### src/rtl/cpu_pkg.sv
// Shared definitions for the 16-bit pipelined CPU front end.
// Holds the NOP/HLT encodings, the fetch FSM state type and the default reset PC.
// Imported by every stage that needs to decode or inject instructions.
package cpu_pkg;

  // Bubble injected into IF/ID on flush or after a halt has drained.
  localparam logic [15:0] NOP_INSTR        = 16'hB000;

  // Opcode field (bits 15:12) of the halt instruction.
  localparam logic [3:0]  HLT_OPCODE       = 4'hF;

  // PC loaded by reset unless the instance overrides it.
  localparam logic [15:0] DEFAULT_RESET_PC = 16'h0000;

  // Fetch FSM:
  //   ST_FETCH - address presented every cycle, IF/ID advances
  //   ST_HOLD  - downstream stalled, IM latch frozen, PC held
  //   ST_HALT  - HLT captured, fetch stopped until a redirect
  typedef enum logic [1:0] {
    ST_FETCH = 2'd0,
    ST_HOLD  = 2'd1,
    ST_HALT  = 2'd2
  } fetch_state_e;

  // True when the word carries the halt opcode.
  function automatic logic is_hlt(input logic [15:0] word);
    return (word[15:12] == HLT_OPCODE);
  endfunction

endpackage : cpu_pkg

### src/rtl/instr_fetch.sv
// Instruction-fetch stage: owns the PC, drives IM address/read-enable, fills IF/ID.
// Latency: word at iaddr in cycle N appears in instr_IM_ID after the edge ending cycle N.
// Backpressure: stall_IM_ID freezes PC and IF/ID and drops rd_en; redirect overrides stall.
module instr_fetch
  import cpu_pkg::*;
#(
  parameter logic [15:0] RESET_PC = DEFAULT_RESET_PC
) (
  input  logic        clk,
  input  logic        rst_n,
  input  logic        stall_IM_ID,
  input  logic        flow_change_ID_EX,
  input  logic [15:0] dst_ID_EX,
  input  logic [15:0] instr,
  output logic [15:0] iaddr,
  output logic        rd_en,
  output logic [15:0] instr_IM_ID,
  output logic [15:0] pc_IM_ID,
  output logic        valid_IM_ID,
  output logic        hlt_fetched
);

  fetch_state_e state_q, state_d;
  logic [15:0]  pc_q, pc_d;
  logic [15:0]  instr_id_q, instr_id_d;
  logic [15:0]  pc_id_q, pc_id_d;
  logic         valid_id_q, valid_id_d;
  logic         hlt_q, hlt_d;

  // Incrementer wraps naturally from 16'hFFFF to 16'h0000.
  logic [15:0]  pc_inc;
  logic         word_is_hlt;

  assign pc_inc      = pc_q + 16'd1;
  assign word_is_hlt = is_hlt(instr);

  // IM is read whenever the fetched word will actually be consumed this cycle:
  // always in FETCH, and in HOLD only on the cycle the stall releases.
  // Keeping rd_en low otherwise leaves the IM output latch frozen on the held word.
  always_comb begin
    rd_en = 1'b0;
    case (state_q)
      ST_FETCH: rd_en = 1'b1;
      ST_HOLD:  rd_en = ~stall_IM_ID;
      default:  rd_en = 1'b0;
    endcase
  end

  // Next-state and IF/ID update, priority redirect > stall > normal.
  always_comb begin
    state_d    = state_q;
    pc_d       = pc_q;
    instr_id_d = instr_id_q;
    pc_id_d    = pc_id_q;
    valid_id_d = valid_id_q;
    hlt_d      = hlt_q;

    if (flow_change_ID_EX) begin
      // Squash whatever IM returns this cycle and restart at the target.
      state_d    = ST_FETCH;
      pc_d       = dst_ID_EX;
      instr_id_d = NOP_INSTR;
      valid_id_d = 1'b0;
      hlt_d      = 1'b0;
    end else begin
      case (state_q)
        ST_FETCH, ST_HOLD: begin
          if (stall_IM_ID) begin
            state_d = ST_HOLD;
          end else begin
            // A HOLD release is a plain fetch of the held PC, so nothing is
            // skipped or captured twice.
            instr_id_d = instr;
            pc_id_d    = pc_inc;
            valid_id_d = 1'b1;
            if (word_is_hlt) begin
              // PC stays on the HLT so iaddr stops advancing.
              state_d = ST_HALT;
              hlt_d   = 1'b1;
            end else begin
              state_d = ST_FETCH;
              pc_d    = pc_inc;
            end
          end
        end

        ST_HALT: begin
          // HLT word stays visible while decode is stalled, then drains to a bubble.
          if (!stall_IM_ID) begin
            instr_id_d = NOP_INSTR;
            valid_id_d = 1'b0;
          end
        end

        default: begin
          state_d = ST_FETCH;
        end
      endcase
    end
  end

  // State, PC and IF/ID registers with asynchronous active-low reset.
  always_ff @(posedge clk or negedge rst_n) begin
    if (!rst_n) begin
      state_q    <= ST_FETCH;
      pc_q       <= RESET_PC;
      instr_id_q <= NOP_INSTR;
      pc_id_q    <= 16'h0000;
      valid_id_q <= 1'b0;
      hlt_q      <= 1'b0;
    end else begin
      state_q    <= state_d;
      pc_q       <= pc_d;
      instr_id_q <= instr_id_d;
      pc_id_q    <= pc_id_d;
      valid_id_q <= valid_id_d;
      hlt_q      <= hlt_d;
    end
  end

  assign iaddr       = pc_q;
  assign instr_IM_ID = instr_id_q;
  assign pc_IM_ID    = pc_id_q;
  assign valid_IM_ID = valid_id_q;
  assign hlt_fetched = hlt_q;

endmodule : instr_fetch

### config.mk
export PLATFORM = sky130hd
export DESIGN_NAME = instr_fetch
export DESIGN_NICKNAME = d
export VERILOG_FILES = /design/src/rtl/cpu_pkg.sv /design/src/rtl/instr_fetch.sv
export SDC_FILE = /design/constraint.sdc
export NUM_CORES = 1
export LEC_CHECK = 0
export ABC_AREA = 1
export CAP_MARGIN = 40
export CORE_ASPECT_RATIO = 0.9
export CORE_UTILIZATION = 48
export DETAILED_ROUTE_END_ITERATION = 8
export GPL_TIMING_DRIVEN = 0
export HOLD_SLACK_MARGIN = 0.02
export PLACE_DENSITY = 0.85
export SLEW_MARGIN = 20
export SYNTH_ARGS = -nofsm -noshare
export SYNTH_HDL_FRONTEND = slang
export SYNTH_SLANG_ARGS = --single-unit
### constraint.sdc
create_clock -name clk -period 2.9 [get_ports clk]
set_input_delay 0.29 -clock clk [delete_from_list [all_inputs] [get_ports clk]]
set_output_delay 0.29 -clock clk [all_outputs]
set_load 0.005 [all_outputs]
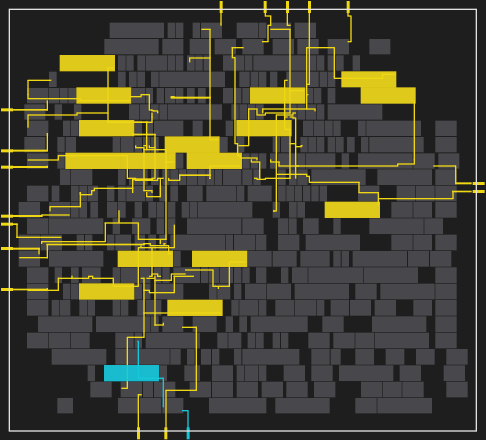
Run 1: wires at chosen ports, followed through buffers
Drawn at 6 px/µm.
Key: hlt_fetched = cyan [direction output, edge south, end cells 1, buffers 1, wire 19.0 µm]; iaddr = yellow [direction output, edge 7 west, 5 north, 2 south, 2 east, end cells 16, buffers 16, wire 770 µm]
I/O pin total: 87
IO buf count: 86

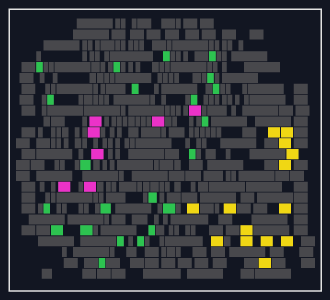
Run 1: gate families picked out
Drawn at 4 px/µm.
Key: inverting AOI/OAI gates = green [cells 22, most used o21ai_1]; XOR/XNOR gates = magenta [cells 7, most used xor2_1]; AND-OR and OR-AND gates = yellow [cells 14, most used a22o_1]
Top cell excl fill/tap: nand2_1
Comb/total area: 28.5%
final cell count without fillers: 456

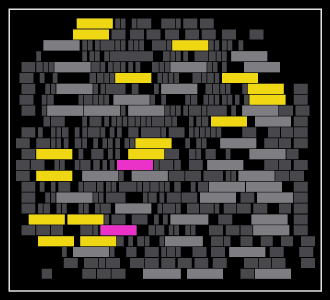
Run 1: sequential cells grouped by signal name
Drawn at 4 px/µm. Other sequential cells in the stronger gray, the rest of the logic in the fainter gray.
Key: pc_IM_ID = yellow [flops 16, where all over the die]; state_q = magenta [flops 2]
Another 34 sequential cells are not colored.
Seq. cell area: 1310 µm²
flop share of the area: 37.1%
fin util: 71.8%
sequential power: 0.879 mW

==> impl_metrics.csv, run 1 <==
group,metric,value,unit
status,run_status,"finished, final reports clean",
final_layout,clkCellAreaFrac,3.06,%
setup_path,cp_common_cell,"clkdlybuf4s50_1",
synth,adder_share,0.507,%
final_timing,skew,9.26,ps
synth,synthFlopType,"dfrtp_1",
synth,ys_chip_area,2470,µm²
clock_tree,postCtsSetupRepairBufs,0,
synth,yosysCellCount,297,
route,routedWlPerCell,13.7,µm
final_timing,rsz0062_at_grt,"false",
setup_path,crit_family,"buffers and inverters",
setup_path,critPathMaxStageDelay,510,ps
global_route,busiest_layer,"met2",
pwr,combPwrFrac,24.7,%
setup_path,rrSetupSlack,1330,ps
final_timing,fin_setup_tns,0,ps
final_layout,nClkBuffers,6,
final_layout,design.seq.count,52,
clock_tree,cts_root_buf,"clkbuf_8",
setup_path,cp_slowest_cell,"clkdlybuf4s50_1",
pwr,powerDensity,515,nW/µm²
route,wl_met2,3090,µm
pwr,p_leak,1.65,nW
synth,syn_area,2470,µm²
pwr,p_int,1.32,mW
final_layout,synthToLayoutAreaGrowth,42.4,%
clock_tree,cts_made_buffers,5,
setup_path,crit_end,"rd_en",
place,placed_area,3410,µm²
pwr,power.clock.fraction,26.7,%
final_layout,drive_above_1_share,7.93,%
route,dr_wl_met3,395,µm
floorplanning,die_y,70.0,µm
floorplanning,die_x,77.6,µm
synth,muxShareOfSynthArea,0,%
final_timing,max_slew.worst_pin.slew,636,ps
place,pre_cts_ws,1130,ps
pwr,p_sw,0.492,mW
synth,ys_sh_xor,2.48,%
pwr,ir_drop,0.302,mV
final_layout,buffers,95,
floorplanning,core,4890,µm²
synth,edf_count,0,
floorplanning,taps,65,
final_layout,num_antenna_cells,0,
global_route,grt_util_all_layers,24.5,%
floorplanning,initCoreUtil,50.4,%
global_route,overflow,0,
global_route,gr-usage-met1,30.4,%
place,dp.cells,448,
synth,top_area_share,49.7,%
route,via_per_inst,5.04,
final_timing,max-slew-margin-rel,57.6,%
global_route,grt_pass1_vias,2340,
synth,netlist_instances,297,
synth,topCellsByArea,"dfrtp_1 50%, nand2_1 19%, a22o_1 4.6%, inv_1 3.5%, dfstp_2 3.2%",
setup_path,reg2reg_depth,6,
route,drc,0,
route,met1Wirelength,2630,µm
synth,yosysUniqueCellTypes,27,
final_timing,fin_crit_sh,60.6,%
place,gp_congestion,0.835,
final_layout,top_area_cell_class,"sequential cells",
synth,ys_seq_share,52.9,%
synth,yosys.area.top_type,"dfrtp_1",
synth,synth.logic.top_family,"simple AND/OR/NAND/NOR gates",
global_route,antenna_found_initial,0,
setup_path,path_cells,"clkdlybuf4s50_1, a21oi_1, clkdlybuf4s50_1",
final_layout,comb_area,1000,µm²
synth,compound_area_share,10.1,%
route,wl,6240,µm
clock_tree,clockBufferDepth,2,
final_layout,fin_area,3520,µm²
route,drtPass1Iterations,4,
Run 1, the clock network:
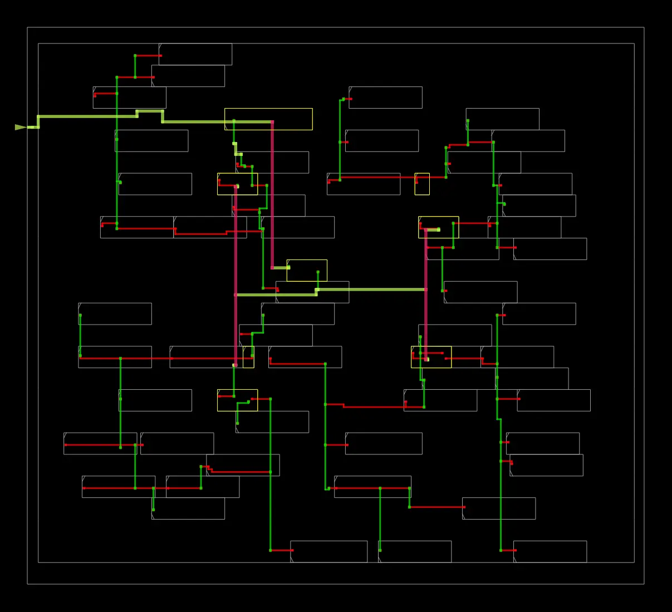

## Run 2: what changed since run 1
- CORE_UTILIZATION: 48 -> 41
- PLACE_DENSITY: 0.85 -> 0.77
- clock period: 2.9 -> 1.55 ns (I/O delays scaled with it)
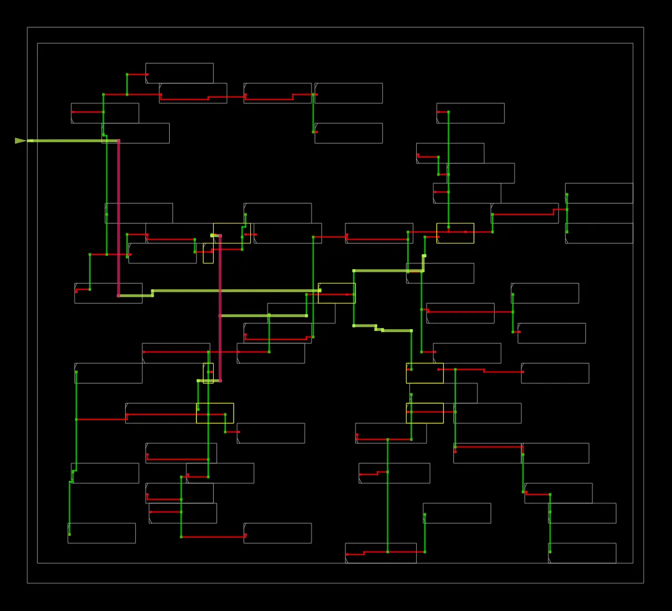
Run 2: the clock network
sequential cell count: 52
Final Skew: 5.07 ps
TritonCTS Buffers: 5

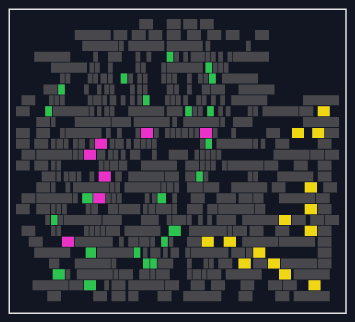
Run 2: gate families picked out
Drawn at 4 px/µm.
Key: inverting AOI/OAI gates = green [cells 22, most used o21ai_1]; XOR/XNOR gates = magenta [cells 7, most used xor2_1]; AND-OR and OR-AND gates = yellow [cells 14, most used a22o_1]
final cell count without fillers: 468
Comb/total area: 28.4%

==> run 2 against run 1 <==
Against the previous run: first-iteration DRC count is 38% higher; die size is 17% higher; sequential share of layout area is 0.62 points lower; utilization is 9.3 points lower; combinational power is 94% higher; synthesized cell count stayed put; final cell count is 2.6% higher; via count is 1.1% higher; clock power is 63% higher; global-route usage is 2.9 points lower.
==> impl_metrics.csv, run 2 <==
group,metric,value,unit
route,dr_wl_met3,374,µm
setup_path,crit_family,"buffers and inverters",
final_layout,buffers,102,
pwr,p_leak,1.68,nW
floorplanning,core,5730,µm²
global_route,grt_pass1_vias,2223,
final_layout,num_antenna_cells,0,
synth,ys_seq_share,52.9,%
final_layout,layout_top_cell,"nand2_1",
floorplanning,io_pins,87,
final_layout,fin_area,3580,µm²
synth,top_area_share,49.7,%
route,drtPass1Iterations,4,
final_layout,drive_above_1_share,10.6,%
final_timing,max_slew.worst_pin.slew,672,ps
global_route,grt_util_all_layers,21.6,%
final_timing,rsz0062_at_grt,"true",
clock_tree,postCtsSetupRepairBufs,2,
global_route,antenna_found_initial,0,
floorplanning,die_x,83.8,µm
place,pre_cts_ws,-72.0,ps
route,wl,6380,µm
final_timing,max-slew-margin-rel,55.2,%
place,port_buffers,86,
setup_path,crit_end,"iaddr[1]",
pwr,ir_drop,0.533,mV
setup_path,cp_slowest_cell,"clkdlybuf4s50_1",
final_layout,nClkBuffers,8,
setup_path,critPathMaxStageDelay,500,ps
global_route,gr-usage-met1,28.5,%
final_timing,fin_setup_tns,0,ps
synth,yosysCellCount,297,
pwr,power.clock.fraction,23.9,%
final_layout,top_area_cell_class,"sequential cells",
final_layout,clkCellAreaFrac,2.51,%
synth,adder_share,0.507,%
synth,netlist_instances,297,
floorplanning,die_y,75.6,µm
status,run_status,"finished, final reports clean",
route,routedWlPerCell,13.6,µm
place,placed_area,3410,µm²
pwr,powerDensity,921,nW/µm²
setup_path,reg2reg_depth,6,
synth,compound_area_share,10.1,%
synth,muxShareOfSynthArea,0,%
global_route,overflow,0,
clock_tree,clockBufferDepth,2,
final_layout,comb_area,1020,µm²
synth,ys_chip_area,2470,µm²
route,wl_met2,3070,µm
final_layout,synthToLayoutAreaGrowth,45.1,%
pwr,p_int,2.37,mW
global_route,busiest_layer,"met2",
synth,yosysUniqueCellTypes,27,
clock_tree,cts_root_buf,"clkbuf_8",
synth,yosys.area.top_type,"dfrtp_1",
setup_path,rrSetupSlack,90,ps
setup_path,path_cells,"buf_4, clkdlybuf4s50_1",
pwr,combPwrFrac,26.3,%
synth,syn_area,2470,µm²
synth,ys_sh_xor,2.48,%
place,gp_congestion,0.830,
route,met1Wirelength,2870,µm
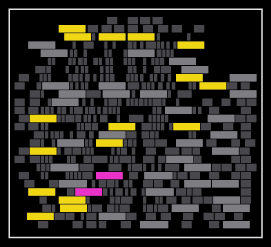
Run 2: sequential cells grouped by signal name
Drawn at 3 px/µm. Other sequential cells in the stronger gray, the rest of the logic in the fainter gray.
fin util: 62.6%
flop share of the area: 36.5%
Seq. cell area: 1310 µm²
sequential power: 1.64 mW

Power and IR drop assume default switching activity.
